--- src/rtl/led_effect_engine_if.sv ---
`default_nettype none
// ============================================================================
// Module   : led_effect_engine_if
// Brief    : Gauge/mode/event inputs and LED outputs of the LED effect engine.
// Revision : 1.0 - initial release
// ============================================================================
interface led_effect_engine_if #(
  parameter int N_LEDS = 10
);
  logic [N_LEDS-1:0] gauge_in;
  logic [2:0]        disp_mode;
  logic              personal_best;
  logic              global_best;
  logic [N_LEDS-1:0] led_out;
  logic              anim_busy;

  modport master (
    output gauge_in,
    output disp_mode,
    output personal_best,
    output global_best,
    input  led_out,
    input  anim_busy
  );

  modport slave (
    input  gauge_in,
    input  disp_mode,
    input  personal_best,
    input  global_best,
    output led_out,
    output anim_busy
  );
endinterface
`default_nettype wire

--- src/rtl/led_effect_engine.sv ---
`default_nettype none
// ============================================================================
// Module   : led_effect_engine
// Brief    : Fuel-gauge LED display modes with personal/global-best animations.
// Revision : 1.0 - initial release
// ============================================================================
module led_effect_engine #(
  parameter int N_LEDS       = 10,
  parameter int TICK_DIV     = 4,
  parameter int FLASH_FRAMES = 8
) (
  input wire clk,
  input wire rst,
  led_effect_engine_if.slave bus
);

  localparam int c_DIV_W = $clog2(TICK_DIV);
  localparam int c_FRM_W = $clog2(FLASH_FRAMES + 1);
  localparam int c_POS_W = (N_LEDS > 1) ? $clog2(N_LEDS) : 1;
  localparam int c_CNT_W = $clog2(N_LEDS + 1);

  localparam logic [c_DIV_W-1:0] c_DIV_LAST = c_DIV_W'(TICK_DIV - 1);
  localparam logic [c_FRM_W-1:0] c_FRM_LAST = c_FRM_W'(FLASH_FRAMES - 1);
  localparam logic [c_POS_W-1:0] c_POS_LAST = c_POS_W'(N_LEDS - 1);

  typedef enum logic [1:0] {
    NORMAL  = 2'd0,
    PB_ANIM = 2'd1,
    GB_ANIM = 2'd2
  } state_t;

  // Elaboration-time guards on the legal parameter ranges.
  generate
    if (N_LEDS < 1 || N_LEDS > 32) begin : g_badNLeds
      $error("led_effect_engine: N_LEDS must be within 1..32");
    end
    if (TICK_DIV < 2) begin : g_badTickDiv
      $error("led_effect_engine: TICK_DIV must be at least 2");
    end
    if (FLASH_FRAMES < 1) begin : g_badFlashFrames
      $error("led_effect_engine: FLASH_FRAMES must be at least 1");
    end
  endgenerate

  logic [c_DIV_W-1:0] r_divCnt;
  logic               w_tick;

  state_t             r_state;
  state_t             w_stateNext;
  logic [c_FRM_W-1:0] r_frameCnt;
  logic [c_FRM_W-1:0] w_frameNext;

  logic [c_POS_W-1:0] r_chasePos;
  logic [c_POS_W-1:0] r_bouncePos;
  logic [c_POS_W-1:0] w_bounceNext;
  logic               r_dirUp;
  logic               w_dirUpNext;
  logic               r_phase;

  logic [c_CNT_W-1:0] w_popCnt;
  logic [N_LEDS-1:0]  w_ledNext;
  logic [N_LEDS-1:0]  r_ledOut;
  logic               r_animBusy;

  // --------------------------------------------------------------------------
  // Frame tick divider
  // --------------------------------------------------------------------------
  assign w_tick = (r_divCnt == c_DIV_LAST);

  always_ff @(posedge clk) begin
    if (rst) begin
      r_divCnt <= '0;
    end else if (w_tick) begin
      r_divCnt <= '0;
    end else begin
      r_divCnt <= r_divCnt + 1'b1;
    end
  end

  // --------------------------------------------------------------------------
  // Free-running animation timebase: chase and bounce keep independent
  // positions so each mode always resumes its own sequence.
  // --------------------------------------------------------------------------
  always_comb begin
    w_bounceNext = r_bouncePos;
    w_dirUpNext  = r_dirUp;
    if (N_LEDS > 1) begin
      if (r_dirUp) begin
        if (r_bouncePos == c_POS_LAST) begin
          w_bounceNext = r_bouncePos - 1'b1;
          w_dirUpNext  = 1'b0;
        end else begin
          w_bounceNext = r_bouncePos + 1'b1;
        end
      end else begin
        if (r_bouncePos == '0) begin
          w_bounceNext = r_bouncePos + 1'b1;
          w_dirUpNext  = 1'b1;
        end else begin
          w_bounceNext = r_bouncePos - 1'b1;
        end
      end
    end
  end

  always_ff @(posedge clk) begin
    if (rst) begin
      r_chasePos  <= '0;
      r_bouncePos <= '0;
      r_dirUp     <= 1'b1;
      r_phase     <= 1'b0;
    end else if (w_tick) begin
      r_chasePos  <= (r_chasePos == c_POS_LAST) ? '0 : r_chasePos + 1'b1;
      r_bouncePos <= w_bounceNext;
      r_dirUp     <= w_dirUpNext;
      r_phase     <= ~r_phase;
    end
  end

  // --------------------------------------------------------------------------
  // Celebration controller
  // --------------------------------------------------------------------------
  always_ff @(posedge clk) begin
    if (rst) begin
      r_state    <= NORMAL;
      r_frameCnt <= '0;
    end else begin
      r_state    <= w_stateNext;
      r_frameCnt <= w_frameNext;
    end
  end

  always_comb begin
    w_stateNext = r_state;
    w_frameNext = r_frameCnt;
    case (r_state)
      NORMAL: begin
        w_frameNext = '0;
        if (bus.global_best) begin
          w_stateNext = GB_ANIM;
        end else if (bus.personal_best) begin
          w_stateNext = PB_ANIM;
        end
      end
      PB_ANIM: begin
        if (bus.global_best) begin
          w_stateNext = GB_ANIM;
          w_frameNext = '0;
        end else if (bus.personal_best) begin
          w_frameNext = '0;
        end else if (w_tick) begin
          if (r_frameCnt == c_FRM_LAST) begin
            w_stateNext = NORMAL;
            w_frameNext = '0;
          end else begin
            w_frameNext = r_frameCnt + 1'b1;
          end
        end
      end
      GB_ANIM: begin
        // A personal best cannot interrupt the global-best show.
        if (bus.global_best) begin
          w_frameNext = '0;
        end else if (w_tick) begin
          if (r_frameCnt == c_FRM_LAST) begin
            w_stateNext = NORMAL;
            w_frameNext = '0;
          end else begin
            w_frameNext = r_frameCnt + 1'b1;
          end
        end
      end
      default: begin
        w_stateNext = NORMAL;
        w_frameNext = '0;
      end
    endcase
  end

  // --------------------------------------------------------------------------
  // LED pattern generation
  // --------------------------------------------------------------------------
  always_comb begin
    w_popCnt = '0;
    for (int i = 0; i < N_LEDS; i++) begin
      w_popCnt = w_popCnt + c_CNT_W'(bus.gauge_in[i]);
    end
  end

  always_comb begin
    w_ledNext = '0;
    case (r_state)
      GB_ANIM: begin
        w_ledNext = r_frameCnt[0] ? '0 : '1;
      end
      PB_ANIM: begin
        // Even frames light even indices, odd frames light odd indices.
        for (int i = 0; i < N_LEDS; i++) begin
          w_ledNext[i] = (1'(i) == r_frameCnt[0]);
        end
      end
      default: begin
        case (bus.disp_mode)
          3'd0: w_ledNext = bus.gauge_in;
          3'd1: begin
            for (int i = 0; i < N_LEDS; i++) begin
              w_ledNext[i] = (c_CNT_W'(i) < w_popCnt);
            end
          end
          3'd2: begin
            for (int i = 0; i < N_LEDS; i++) begin
              w_ledNext[i] = (c_POS_W'(i) == r_chasePos);
            end
          end
          3'd3: begin
            for (int i = 0; i < N_LEDS; i++) begin
              w_ledNext[i] = (c_POS_W'(i) == r_bouncePos);
            end
          end
          3'd4:    w_ledNext = r_phase ? bus.gauge_in : '0;
          default: w_ledNext = '0;
        endcase
      end
    endcase
  end

  always_ff @(posedge clk) begin
    if (rst) begin
      r_ledOut   <= '0;
      r_animBusy <= 1'b0;
    end else begin
      r_ledOut   <= w_ledNext;
      r_animBusy <= (w_stateNext != NORMAL);
    end
  end

  assign bus.led_out   = r_ledOut;
  assign bus.anim_busy = r_animBusy;

endmodule
`default_nettype wire
--- src/flat_wrapper.sv ---
// flat-port wrapper written by rule: the top's interface ports become plain ports
module led_effect_engine_flat 
#(
  parameter int N_LEDS       = 10,
  parameter int TICK_DIV     = 4,
  parameter int FLASH_FRAMES = 8
)
  (clk, rst, bus_gauge_in, bus_disp_mode, bus_personal_best, bus_global_best, bus_led_out, bus_anim_busy);
  led_effect_engine_if #(.N_LEDS(N_LEDS)) bus_i ();
  input wire clk;
  input wire rst;
  input wire logic [$bits(bus_i.gauge_in)-1:0] bus_gauge_in;
  input wire logic [$bits(bus_i.disp_mode)-1:0] bus_disp_mode;
  input wire logic [$bits(bus_i.personal_best)-1:0] bus_personal_best;
  input wire logic [$bits(bus_i.global_best)-1:0] bus_global_best;
  output wire logic [$bits(bus_i.led_out)-1:0] bus_led_out;
  output wire logic [$bits(bus_i.anim_busy)-1:0] bus_anim_busy;
  assign bus_i.gauge_in = bus_gauge_in;
  assign bus_i.disp_mode = bus_disp_mode;
  assign bus_i.personal_best = bus_personal_best;
  assign bus_i.global_best = bus_global_best;
  assign bus_led_out = bus_i.led_out;
  assign bus_anim_busy = bus_i.anim_busy;
  led_effect_engine #(.N_LEDS(N_LEDS), .TICK_DIV(TICK_DIV), .FLASH_FRAMES(FLASH_FRAMES)) u_core (.clk(clk), .rst(rst), .bus(bus_i));
endmodule
--- config.mk ---
export PLATFORM = sky130hd
export DESIGN_NAME = led_effect_engine_flat
export DESIGN_NICKNAME = d
export VERILOG_FILES = /design/src/rtl/led_effect_engine_if.sv /design/src/rtl/led_effect_engine.sv /design/src/flat_wrapper.sv
export SDC_FILE = /design/constraint.sdc
export NUM_CORES = 1
export LEC_CHECK = 0
export CORE_UTILIZATION = 57
export CTS_CLUSTER_SIZE = 40
export DETAILED_ROUTE_END_ITERATION = 7
export DONT_BUFFER_PORTS = 1
export GPL_ROUTABILITY_DRIVEN = 0
export PLACE_DENSITY = 0.72
export SETUP_SLACK_MARGIN = 0.02
export SLEW_MARGIN = 30
export SYNTH_ARGS = -nofsm -noshare
export SYNTH_HDL_FRONTEND = slang
export SYNTH_SLANG_ARGS = --single-unit
--- constraint.sdc ---
create_clock -name clk -period 6.69 [get_ports clk]
set_input_delay 1.6725 -clock clk [delete_from_list [all_inputs] [get_ports clk]]
set_output_delay 1.6725 -clock clk [all_outputs]
set_load 0.005 [all_outputs]
### Supply network

Pins as bars on the die edge. Tap cells in grey.
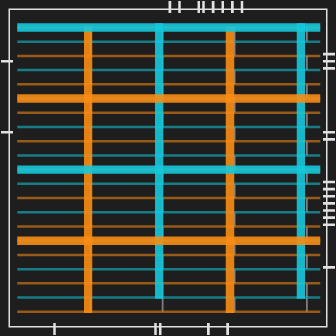
[cyan] VDD
[orange] VSS
met1 rails: 21
met4 straps: 4
tap cells: 44

### Placement by cell class

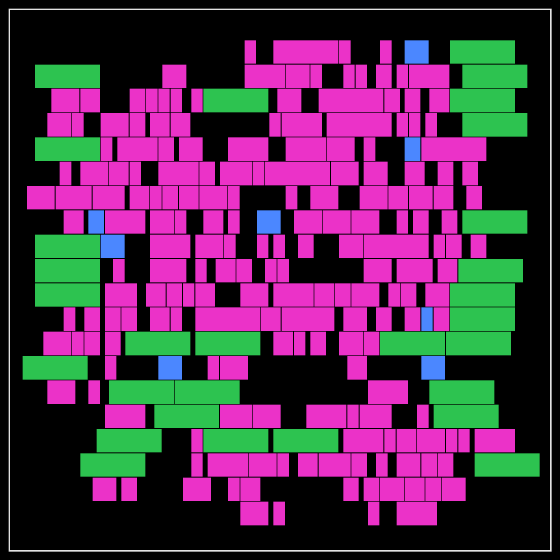
[green] sequential cells | cells: 29 | share of their area: 29%
[blue] clock drivers and dummy loads | cells: 8 | share of their area: 2.6%
[magenta] remaining logic cells | cells: 192 | share of their area: 68%

==> impl_metrics.py <==
# Flow results
metrics = {
    "critical_path": {
        "worst-setup-path-type": "primary input to register",
        "cpPeakStageDelay_ns": 0.53,
        "r2r_end": "u_core.bus.anim_busy",
        "crit_slowest_cell": "fa_1",
        "crit_path_max_fanout": 6,
    },
    "timing": {
        "fin_setup_tns_ns": 0,
        "fin_crit_ns": 4.88,
        "fin_crit_sh_pct": 73.0,
    },
    "cts": {
        "ctsResizeCount": 0,
        "root_buffer": "clkbuf_4",
        "clk_pin_slew_worst_paths_ns": 0.09,
    },
    "synth": {
        "synth_area_leader_cell": "dfxtp_1",
        "yosys-mux-area-fraction_pct": 3.73,
        "synth_cell_types": 49,
        "ys_sh_xor_pct": 4.05,
        "most_common_cell": "dfxtp_1",
        "syn_nets": 263,
    },
    "cells_and_area": {
        "layout_top_cell": "dfxtp_1",
        "seq-cell-share_pct": 28.6,
        "comb_share_pct": 61.9,
        "nets": 265,
        "fillers": 302,
    },
    "detailed_routing": {
        "drt-total-wl_um": 4020,
        "vias_per_cell": 5.86,
        "met3_length_um": 296,
    },
    "global_route": {
        "overflow": 0,
        "use_met2_pct": 40.0,
        "grt_first_pass_wirelength_um": 6760,
    },
    "floorplanning": {
        "die_h_um": 60.5,
        "fp-row-count": 20,
    },
    "power": {
        "power_w": 0.000422,
        "seq_cell_power_w": 0.000190,
        "powerComb_w": 0.000132,
    },
    "placed_design": {
        "dp_hpwl_um": 3120,
        "preCtsSetupSlack_ns": 1.48,
    },
    "status": {
        "status": "completed",
    },
    "job": {
        "max-cap-violations": 0,
    },
}
### Clock wires, drivers and flops

Scale bar: 20 um.
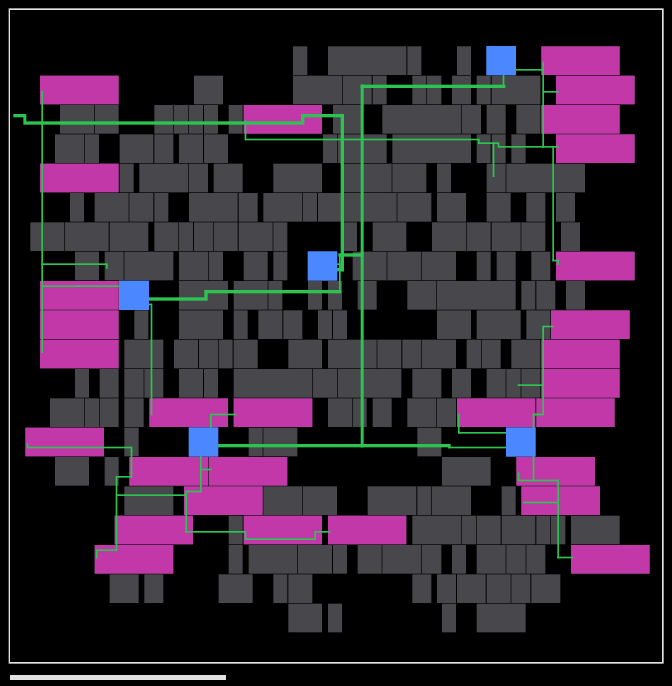
[green] clock wires | length: 368 um
[magenta] flip-flops | count: 29
[blue] clock-net drivers | count: 5
flops lie: all over the die
Final Skew: 0.00642 ns
Clock power frac: 23.9%
Worst-Skew Late Latency: 0.34 ns
Clk. pwr: 0.000101 W

### Routed metal, one colour a layer

Scale bar: 20 um.
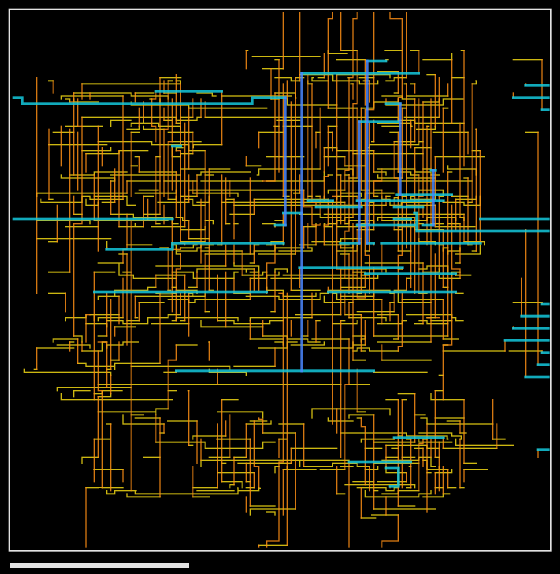
[orange] M2 | wire length: 1910 um
[blue] M4 | wire length: 97.9 um
[yellow] M1 | wire length: 1720 um
[cyan] M3 | wire length: 296 um

Power and IR drop assume default switching activity.
